**Clock wires, drivers and flops**

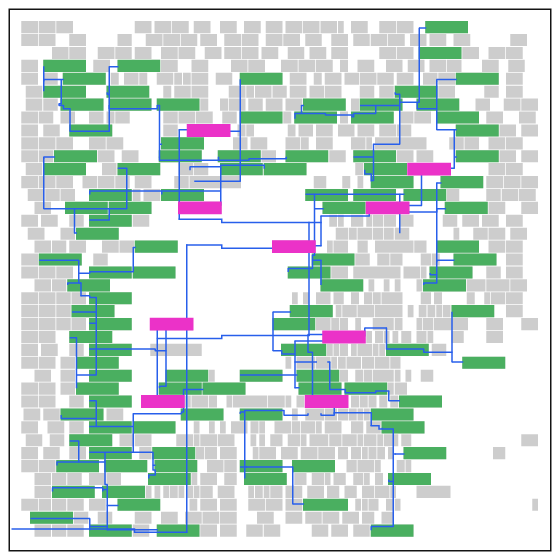
**Signal wires on met4**

The bar under the picture is 20 microns long. Supply wires on this layer in gray.
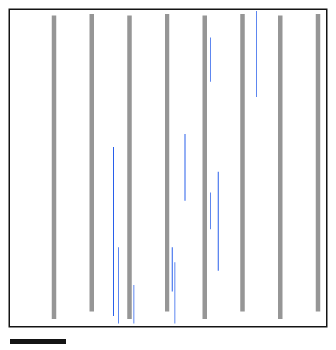
**Cell outlines without signal wires**

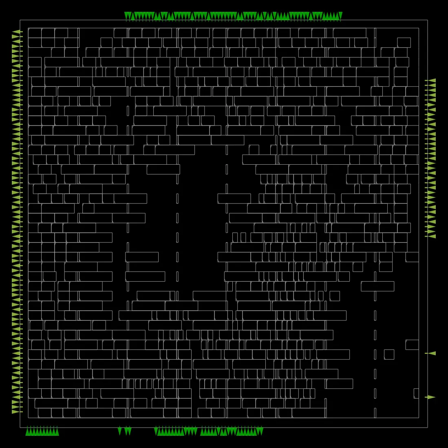
==> config.mk <==
export PLATFORM = sky130hd
export DESIGN_NAME = csb_axil_bridge
export DESIGN_NICKNAME = d
export VERILOG_FILES = /design/src/rtl/csb_axil_bridge.sv
export SDC_FILE = /design/constraint.sdc
export NUM_CORES = 1
export LEC_CHECK = 0
export CAP_MARGIN = 20
export CORE_MARGIN = 2
export CORE_UTILIZATION = 42
export CTS_CLUSTER_DIAMETER = 50
export DETAILED_ROUTE_END_ITERATION = 8
export PLACE_DENSITY = 0.92
export SYNTH_ARGS = -nofsm -noshare
export SYNTH_HDL_FRONTEND = slang
export SYNTH_SLANG_ARGS = --single-unit
==> constraint.sdc <==
create_clock -name clk -period 2.5 [get_ports clk]
set_clock_uncertainty 0.1 [all_clocks]
set_input_delay 0.375 -clock clk [delete_from_list [all_inputs] [get_ports clk]]
set_output_delay 0.375 -clock clk [all_outputs]
set_load 0.03 [all_outputs]
==> run_results.csv <==
group,metric,value,unit
outcome,status,"complete, no violations",
logic_synthesis,synth-edff-count,0,
floorplanning,die_w,114,microns
place,place_ws,56.8,ps
route,drtPass1Iterations,5,
power,p_sw_frac,0.418,
power,powerDensity,1290,mW/mm^2
finish,largest_reg_flops,43,
grt,gr-total-overflow,0,
power,seq_power,3.17,mW
floorplanning,die_h,114,microns
final_timing,max_freq,423,MHz
finish,final_common_cell,"clkdlybuf4s50_1",
finish,clkCellAreaFrac,0.0457,
power,power_frac_seq,0.318,
grt,grt_max_degree,55,
final_timing,rsz0062_at_grt,"false",
route,ant_nets,0,
logic_synthesis,ys_sh_simple,0.110,
route,vias_per_cell,5.56,
worst_setup_path,worstPathCellList,"inv_1, ha_1, nand2_1, o32a_4, a211oi_2, nand4b_1, mux2_1",
min_path,hold_class,"register to register",
grt,use_met3,0.0494,
worst_setup_path,reg2regPathDepth,7,
power,peakVddDrop,0.703,mV
final_timing,period_needed,2360,ps
final_timing,tightest_slew,706,ps
power,powerComb,5.14,mW
min_path,min_delay_path_depth,2,
worst_setup_path,cp.required,2620,ps
final_timing,max_slew_margin,0.529,
worst_setup_path,timing_worst_setup_path_type,"register to register",
final_timing,setup_ws,136,ps
finish,comb_cells,304,
logic_synthesis,syn-instance-count,453,
clock_network,clk_path_buf_depth,2,
worst_setup_path,endpoint_kind,"register",
power,switchingPower,4.17,mW
place,gp_congestion,0.904,
finish,seq_share,0.354,
finish,nonClockBufferCount,226,
finish,nNonClkInverters,8,
power,p_leak,3.31,nW
Back to the opening pictures, 'clock wires, drivers and flops':
legend:
  cells driving clock nets:
    color: magenta
    count: 9
  clock wires:
    color: blue
    length: 1,250 microns
  flip-flops:
    color: green
    count: 109
flops lie: spread over the die
routed clock nets: 10
Clk pwr share: 0.166
Clock net power: 1.66 mW
clk_lat worst skew: 340 ps

Back to the opening pictures, 'signal wires on met4':
wire length on this layer: 257 microns
nets with wire on the layer: 10
longest straight run: 60.5 microns
Total Wirelength: 14,200 microns
via count: 4,502

Back to the opening pictures, 'cell outlines without signal wires':
final non-filler cell total: 810
num rows: 40
n_taps: 147
final core occ: 0.651
CORE AREA: 0.0119 sq mm

==> through the flow <==
stage               cell area (sq um)   util
finish                           7720  0.651
global route                     7720  0.651
detailed placement               7350  0.620
CTS                              7720  0.651
global placement                 7350  0.620
floorplan                        5060      -
==> Yosys cell counts (5+ instances only) <==
cell | instances | area [sq um]
a21oi_1 | 13 | 65.1
a22o_1 | 57 | 499
a22oi_1 | 8 | 60.1
buf_1 | 5 | 18.8
buf_2 | 13 | 65.1
clkbuf_1 | 11 | 41.3
dfrtp_1 | 108 | 2700
inv_1 | 8 | 30.0
mux2i_1 | 38 | 380
nand2_1 | 47 | 176
nand3_1 | 24 | 120
nor2_1 | 16 | 60.1
nor3_1 | 5 | 25.0
o21ai_0 | 17 | 85.1
o2bb2ai_1 | 14 | 123
Power figures rest on the tool's default switching activity, not on a simulated workload.
